[config.mk]
export PLATFORM = sky130hd
export DESIGN_NAME = mem_arbiter
export DESIGN_NICKNAME = d
export VERILOG_FILES = /design/src/rtl/mem_arbiter.sv
export SDC_FILE = /design/constraint.sdc
export NUM_CORES = 1
export LEC_CHECK = 0
export ABC_AREA = 1
export ABC_CLOCK_PERIOD_IN_PS = 2110
export CORE_MARGIN = 1.5
export CORE_UTILIZATION = 39
export DETAILED_ROUTE_END_ITERATION = 12
export HOLD_SLACK_MARGIN = 0.12
export PLACE_DENSITY = 0.8
export SYNTH_ARGS = -nofsm -noshare
export SYNTH_HDL_FRONTEND = slang
export SYNTH_SLANG_ARGS = --single-unit
[constraint.sdc]
create_clock -name clk -period 2.11 [get_ports clk]
set_input_delay 0.422 -clock clk [delete_from_list [all_inputs] [get_ports clk]]
set_output_delay 0.422 -clock clk [all_outputs]
set_load 0.02 [all_outputs]
[src/rtl/mem_arbiter.sv]
// Purpose: single-port block-RAM arbiter between the fetch port and the MEM-stage load/store port.
// Latency: store acks 2 cycles after it is seen in IDLE; load or fetch acks 2+RD_LAT cycles after.
// Backpressure: requests are held by the requester until acked; stall_req holds the pipeline meanwhile.
//
// Ports:
//   clk, rst                       single clock, synchronous active-high reset
//   if_req/if_addr                 fetch request (held until if_ack)
//   if_ack/if_rdata                one-cycle ack pulse with fetched word
//   mem_op/mem_addr/mem_wdata      MEM-stage access (held until mem_ack); ops other than LW/SW are NOPs
//   mem_ack/mem_rdata              one-cycle ack pulse; rdata valid for loads
//   stall_req                      combinational pipeline stall request
//   ram_en/ram_we/ram_addr/ram_wdata  registered RAM controls
//   ram_rdata                      RAM read data, valid RD_LAT cycles after the ram_en cycle
module mem_arbiter #(
  parameter int          ADDR_W     = 14,
  parameter int          RD_LAT     = 1,
  parameter logic [2:0]  MEM_NOP_OP = 3'b000,
  parameter logic [2:0]  MEM_LW_OP  = 3'b001,
  parameter logic [2:0]  MEM_SW_OP  = 3'b010
) (
  input  logic              clk,
  input  logic              rst,
  input  logic              if_req,
  input  logic [31:0]       if_addr,
  output logic              if_ack,
  output logic [31:0]       if_rdata,
  input  logic [2:0]        mem_op,
  input  logic [31:0]       mem_addr,
  input  logic [31:0]       mem_wdata,
  output logic              mem_ack,
  output logic [31:0]       mem_rdata,
  output logic              stall_req,
  output logic              ram_en,
  output logic              ram_we,
  output logic [ADDR_W-1:0] ram_addr,
  output logic [31:0]       ram_wdata,
  input  logic [31:0]       ram_rdata
);

  typedef enum logic [1:0] {
    IDLE  = 2'd0,
    ISSUE = 2'd1,
    WAIT  = 2'd2,
    DONE  = 2'd3
  } state_t;

  // Which port owns the access in flight and whether it writes.
  typedef struct packed {
    logic port_mem;
    logic wr;
  } gnt_t;

  localparam logic [1:0] LAT = 2'(RD_LAT);

  state_t     state;
  gnt_t       gnt;
  logic [1:0] cnt;

  logic mem_is_lw;
  logic mem_is_sw;
  logic mem_vld;

  assign mem_is_lw = (mem_op == MEM_LW_OP);
  assign mem_is_sw = (mem_op == MEM_SW_OP);
  assign mem_vld   = mem_is_lw | mem_is_sw;

  // Drops in the ack cycle so the pipeline advances exactly once per access.
  assign stall_req = (if_req & ~if_ack) | (mem_vld & ~mem_ack);

  // Byte-offset bits and bits above the RAM size are deliberately dropped.
  logic unused_addr_bits;
  assign unused_addr_bits = ^{if_addr[1:0], if_addr[31:ADDR_W+2],
                              mem_addr[1:0], mem_addr[31:ADDR_W+2]};

  always_ff @(posedge clk) begin
    if (rst) begin
      state     <= IDLE;
      gnt       <= '0;
      cnt       <= 2'd0;
      if_ack    <= 1'b0;
      mem_ack   <= 1'b0;
      if_rdata  <= 32'd0;
      mem_rdata <= 32'd0;
      ram_en    <= 1'b0;
      ram_we    <= 1'b0;
      ram_addr  <= '0;
      ram_wdata <= 32'd0;
    end else begin
      case (state)
        IDLE: begin
          // MEM is the older instruction, so it wins; a losing fetch stays pending.
          if (mem_vld) begin
            gnt       <= '{port_mem: 1'b1, wr: mem_is_sw};
            ram_en    <= 1'b1;
            ram_we    <= mem_is_sw;
            ram_addr  <= mem_addr[ADDR_W+1:2];
            ram_wdata <= mem_is_sw ? mem_wdata : 32'd0;
            state     <= ISSUE;
          end else if (if_req) begin
            gnt       <= '{port_mem: 1'b0, wr: 1'b0};
            ram_en    <= 1'b1;
            ram_we    <= 1'b0;
            ram_addr  <= if_addr[ADDR_W+1:2];
            ram_wdata <= 32'd0;
            state     <= ISSUE;
          end
        end
        ISSUE: begin
          ram_en <= 1'b0;
          ram_we <= 1'b0;
          if (gnt.wr) begin
            mem_ack <= 1'b1;
            state   <= DONE;
          end else begin
            // The ISSUE cycle counts as the first latency cycle already elapsed.
            cnt   <= 2'd1;
            state <= WAIT;
          end
        end
        WAIT: begin
          if (cnt == LAT) begin
            cnt <= 2'd0;
            if (gnt.port_mem) begin
              mem_rdata <= ram_rdata;
              mem_ack   <= 1'b1;
            end else begin
              if_rdata <= ram_rdata;
              if_ack   <= 1'b1;
            end
            state <= DONE;
          end else begin
            cnt <= cnt + 2'd1;
          end
        end
        DONE: begin
          if_ack  <= 1'b0;
          mem_ack <= 1'b0;
          state   <= IDLE;
        end
        default: state <= IDLE;
      endcase
    end
  end

endmodule

==> run_1/congestion_map.png <==
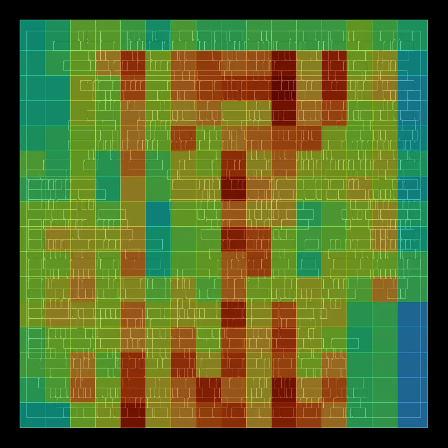
met3 Usage GRT: 6.21%
most used routing layer: met2
Wirelength per Cell: 13.6 um
GR Layer Usage met1: 24.5%

==> run_1/ff_map.png <==
(4 px per um)
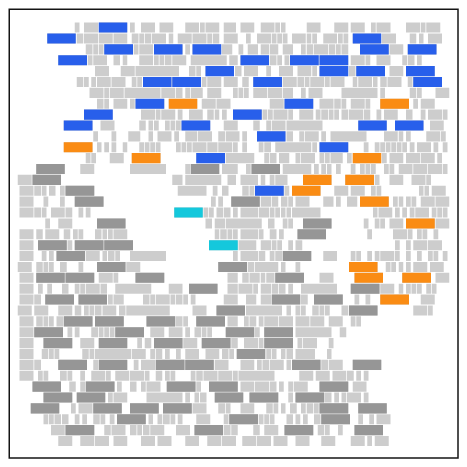
[blue] `ram_wdata` | sequential cells: 32 | where: a horizontal strip, top
[cyan] `state` | sequential cells: 2
[orange] `ram_addr` | sequential cells: 14
not coloured: 72

==> run_1/clock_wires.png <==
(4 px per um)
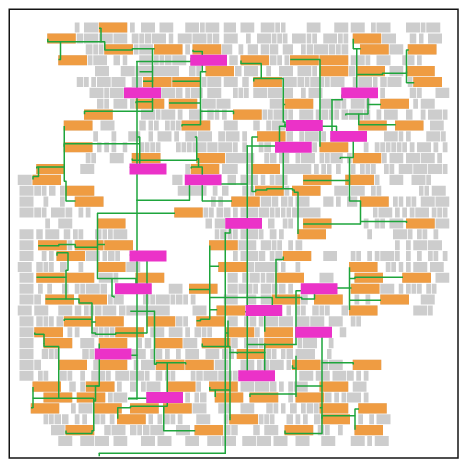
[orange] flip-flops | count: 120
[magenta] clock-net drivers | count: 17
[green] clock wires | length: 1470 um
flops lie: all over the die
routed clock nets: 18

==> results_slide.txt, run 1 <==
Synthesis and Place & Route Summary

Synth
  • Main logic family after synthesis: simple AND/OR/NAND/NOR gates
  • Seq cells post-synth: roughly 120
  • Cell with the most instances after synthesis: nor2_1
  • Unique cell types: 23
  • EDFF count, synth: 0
  • Syn avg cell area: approximately 7.3 um2
  • Seq share, synth: 52.0%
  • Simple Share, Synth: 27.0%
  • Synth Cell Area: roughly 4600 um2
  • Synth Flop Type: dfxtp_1
  • Top cells by count: nor2_1, nand2_1, dfxtp_1
  • Async SR Flop Fraction: 0%
  • Syn_nets: 769
  • YS warnings: 0
  • Post-synth top area share: between 50% and 60%
  • Ao+oa area frac: between 10% and 20%
  • Mux share: 0%
  • Number of cells in Yosys stat: 630
  • Top cells by area: dfxtp_1, nor2_1, nand2_1
  • Adder Area Share: ~1.4%
  • Mapped Cells: between 600 and 700
  • YS chip area: between 4000 and 5000 um2
  • XOR/XNOR Fraction of Synth Area: 0%
  • Post-synth top area cell: dfxtp_1

Pwr
  • Comb pwr share: ~28%
  • Sequential share of power: between 30% and 40%
  • Top Consumer: the clock network
  • Power, Total: between 7000 and 8000 uW
  • Switching Fraction: between 30% and 40%
  • Peak supply drop: around 500 uV
  • Leak Pwr: 0.00305 uW
  • Cell Pwr Density: between 1000 and 1500 nW/um2
  • Switch Pwr: 2440 uW
  • P_clk: approximately 2800 uW
  • Int Pwr: 5310 uW
  • Comb pwr: roughly 2200 uW
  • Seq. pwr: approximately 2700 uW
  • Clock network power share: 36.6%

Route
  • DRC marker count from the first detailed-route iteration: around 250
  • Vias: around 4600
  • Total Wirelength: approximately 14 mm
  • Initial DRT Pass Iterations: 4
  • Vias per cell: about 4.6
  • Met3 wire length: just under 800 um
  • Routed Antenna Nets: 0
  • Met2 Wirelength: 6.69 mm
  • Remaining routing DRC violations: 0
  • M1 wire length: 5.47 mm
  • Top Metal Used: met4

Finish
  • Nets: between 900 and 1000
  • Logic cell area: 1890 um2
  • Area Overhead vs Synth: 61.9%
  • N_diodes: 0
  • Fill count: ~960
  • Final core utilization: 65.2%
  • Register Area: around 2400 um2
  • Most numerous logic cells after layout: clkdlybuf4s50_1, nor2_1, nand2_1
  • Most frequent logic cell in the layout: clkdlybuf4s50_1
  • Non-Filler Instances: 998
  • Design Area, Final: approximately 7500 um2
  • Layout cells sized above 1: 6.78%

Timing
  • # setup viols final: 0
  • Period utilisation layout: between 90% and 100%
  • Clk_skew: 0.00821 ns
  • Final setup margin: 0.0818 ns
  • Worst slew pin tran: around 0.57 ns
  • Crit path time final: a little over 2 ns
  • Fin Hold WS: 0.455 ns
  • RSZ-0062 raised after global routing: false
  • Fmax achieved: ~490 MHz
  • Post-Route Setup TNS: 0 ns
  • Slew Limit Fails: 0
  • Slew margin rel.: 62.0%
  • Final hold violations: 0

Critical path
  • Crit path cell chain: clkdlybuf4s50_1 -> inv_1 -> nand2_1 -> nand2_1 -> nand2_2 -> o22ai_1 -> dlygate4sd2_1
  • CP dominant cell by count: nand2_1
  • Startpoint types: primary input
  • Crit path max-delay cell type: clkdlybuf4s50_1
  • Critical path depth: 7
  • Delay-heaviest family, CP: buffers and inverters
  • Crit path DAT: between 1.5 and 2 ns
  • Crit-path max cell delay: 0.45 ns
  • Critical path required time: around 1.7 ns
  • Crit Path Class: in -> out
  • Critical path buffers and inverters: 3
  • Crit path max fanout: 2
  • Worst reg-to-reg path cell count: 7
  • Crit end category: primary output

GRT
  • Met2 track demand over resource: a little under two fifths
  • Initial antenna violation count: 0
  • Global-route wire length before repair: about 22 mm
  • Vias in the first global route: approximately 4400
  • Remaining Overflow, GRT: 0
  • Largest net degree at the start of global routing: 62
  • Total GRT Usage: a little over a fifth

Placement
  • Post-DP HPWL: around 9.4 mm
  • Gpl congestion: around 0.82
  • DP Cell Count: 966
  • Placement Setup Slack: -0.187 ns
  • Post-DP Area: a little under 7000 um2
  • Input/output buffers: 212

Die
  • DIE HEIGHT: ~110 um
  • FP Core Util: 40.3%
  • Core Area: around 11000 um2
  • Die X: around 110 um
  • I/O pins: 249
  • Chip footprint: 12500 um2
  • Rows: 39

Clock tree
  • Clk_lat worst skew: around 0.41 ns
  • Postcts setup bufs: 0
  • Clock transition at path regs: roughly 0.050 ns
  • CTS tree: done
  • Hold-fix buffer count after cts: 0
  • H-tree depth: 4
  • # resized after CTS: 1
  • CTS Sinks: ~120
  • CTS buffer count: 17
  • Clock Path Buffers: 2
  • CTS root buf: clkbuf_16

Min path
  • Hold Path Depth: 2
  • Worst hold path type: reg -> reg

Status
  • Status: finished clean

Run
  • Tool warnings: 66
  • Number of max-cap violations: 0
run 1: sequential cells by signal, summed over array words and instances (netlist names):
name / cells
if_ack: 1
ram_en: 1
gnt: 2
ram_wdata: 32
ram_we: 1
if_rdata: 32
ram_addr: 14
cnt: 2
mem_rdata: 32
mem_ack: 1
state: 2
run 1: worst paths after layout:
check	from	slack [ns]	endpoint
worst min-delay path	cnt[1]	0.46	cnt[1]
worst min register to register	cnt[1]	0.46	cnt[1]
worst max-delay path	mem_op[0]	0.08	stall_req
worst max register to register	state[0]	0.39	if_ack
run 1: area by class of cell:
cell class | count | area share [%]
repair buffers | 230 | 30.8
multi-input cells | 442 | 25.2
flip-flops and latches | 120 | 32.1
well taps | 143 | 2.39
inverters | 31 | 1.56
clock inverters | 14 | 1.99
clock buffers | 18 | 5.87
## Run 2: what changed since run 1
--- a/config.mk
+++ b/config.mk
@@ -9,6 +9,7 @@
 export ABC_CLOCK_PERIOD_IN_PS = 2110
 export CORE_MARGIN = 1.5
 export CORE_UTILIZATION = 39
+export CTS_CLUSTER_SIZE = 16
 export DETAILED_ROUTE_END_ITERATION = 12
 export HOLD_SLACK_MARGIN = 0.12
 export PLACE_DENSITY = 0.8
==> run_2/ff_map.png <==
(4 px per um)
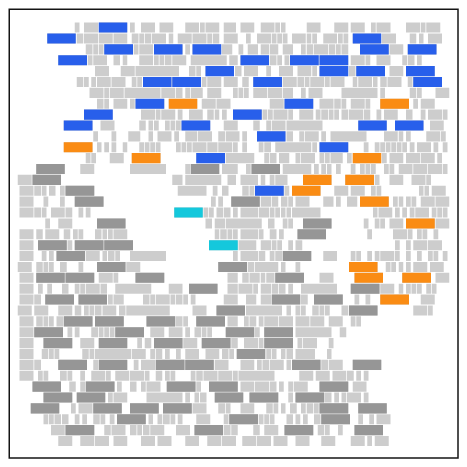
Seq. pwr: 2700 uW
Seq/total area: 32.1%
Register Area: 2400 um2

==> run_2/clock_wires.png <==
(4 px per um)
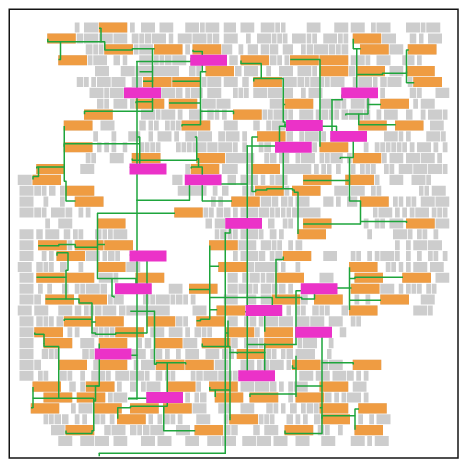
[green] clock wires | length: 1470 um
[magenta] clock-net drivers | count: 17
[orange] flip-flops | count: 120
flops lie: all over the die
routed clock nets: 18

==> run 2 against run 1 <==
  * Worst setup slack stayed put
  * Sequential share of layout area unchanged
  * Synthesized cell count stayed put
  * Hold slack stayed put
  * Combinational power about the same
  * Wire length did not move
  * Non-clock buffer count stayed put
  * Clock power about the same
  * Maximum frequency unchanged
  * Synthesized area stayed put
  * Die size unchanged
  * Critical path type unchanged
  * Critical endpoint unchanged
  * Largest cell class unchanged
==> results_slide.txt, run 2 <==
Synthesis and Place & Route Summary

Status
  • Status: finished clean

Critical path
  • CP Launch Point: mem_op[0]
  • Critical path buffers and inverters: 3 (unchanged)
  • Crit path max fanout: 2 (unchanged)
  • FF-to-FF End: if_ack
  • Crit path max-delay cell type: clkdlybuf4s50_1
  • Crit end category: primary output
  • Reg2Reg Launch Point: state[0]
  • Crit path DAT: 1.61 ns (about the same)
  • Critical path required time: 1.69 ns (about the same)
  • Worst reg-to-reg path cell count: 7 (unchanged)

Timing
  • RSZ-0062 raised after global routing: false
  • Fin Hold WS: 0.455 ns (unchanged)
  • Slew margin rel.: 62.0% (unchanged)
  • Final setup margin: 0.0818 ns (unchanged)
  • # setup viols final: 0 (unchanged)

Die
  • DIE HEIGHT: 112 um (unchanged)
  • I/O pins: 249 (unchanged)
  • Die X: 112 um (unchanged)
  • Well Taps: 143 (unchanged)

Pwr
  • Comb pwr share: 28.5% (about the same)
  • Int Pwr: 5310 uW (unchanged)
  • Clock network power share: 36.6% (about the same)
  • Leak Pwr: 0.00305 uW (unchanged)

Synth
  • Seq share, synth: 52.0% (unchanged)
  • YS warnings: 0 (unchanged)
  • Main logic family after synthesis: simple AND/OR/NAND/NOR gates
  • Synth Cell Area: 4620 um2 (unchanged)
  • XOR/XNOR Fraction of Synth Area: 0% (unchanged)
  • Cell with the most instances after synthesis: nor2_1
  • Number of cells in Yosys stat: 630 (unchanged)
  • Async SR Flop Fraction: 0% (unchanged)
  • Synth Flop Type: dfxtp_1
  • Simple Share, Synth: 27.0% (unchanged)
  • Post-synth top area cell: dfxtp_1
  • Mux share: 0% (unchanged)

Min path
  • Hold Path Sink: cnt[1]
  • Hold Path Depth: 2 (unchanged)

Finish
  • Logic share of the area: 25.2% (unchanged)
  • Design Area, Final: 7480 um2 (unchanged)
  • Fill count: 959 (unchanged)
  • Inverters: 31 (unchanged)
  • Most numerous logic cells after layout: clkdlybuf4s50_1, nor2_1, nand2_1
  • Layout cells sized above 1: 6.78% (unchanged)
  • Most frequent logic cell in the layout: clkdlybuf4s50_1
  • Logic cell area: 1890 um2 (unchanged)
  • N_diodes: 0 (unchanged)
  • Number of logic gates: 442 (unchanged)
  • Area Overhead vs Synth: 61.9% (unchanged)
  • Non-CTS buffers: 230 (unchanged)
  • Final core utilization: 65.2% (unchanged)

Placement
  • DP Cell Count: 966 (unchanged)
  • Gpl congestion: 0.822 (unchanged)

Clock tree
  • Clock transition at path regs: 0.05 ns (about the same)
  • CTS tree: done
  • H-tree depth: 4 (unchanged)

Run
  • Tool warnings: 66 (unchanged)
  • Number of max-cap violations: 0 (unchanged)

Route
  • Initial DRT Pass Iterations: 4 (unchanged)
  • Wirelength per Cell: 13.6 um (unchanged)
  • Vias per cell: 4.62 (unchanged)
  • Routed Antenna Nets: 0 (unchanged)

GRT
  • Initial antenna violation count: 0 (unchanged)
  • Largest net degree at the start of global routing: 62 (unchanged)
  • Vias in the first global route: 4410 (unchanged)
  • Total GRT Usage: 22.0% (unchanged)
  • Global-route wire length before repair: 21.9 mm (unchanged)
-- run 2: cell counts after synthesis --
Identical to the previous run, type by type.
-- run 2: routing by layer --
layer | share of wire [%] | track usage [%]
met5 | 0 | 0
met4 | 4.4 | 13.3
met3 | 5.8 | 6.21
met2 | 49 | 37.3
met1 | 40 | 24.5
-- run 2: power by group through the flow --
| stage | logic, uW | registers [uW] | clock network (uW) |
|---|---|---|---|
| final | 2210 | 2700 | 2830 |
| after global placement | 2180 | 2740 | 0 |
| after floorplan | 997 | 3020 | 0 |
| after CTS | 2230 | 2700 | 2890 |
| after detailed placement | 2210 | 2740 | 0 |
| after global routing | 2430 | 2730 | 3010 |
-- run 2: what timing repair did --
item	CTS	global route
setup endpoints to repair	1	0
setup buffers	0	0
resized	1	0
Power and IR drop assume default switching activity.
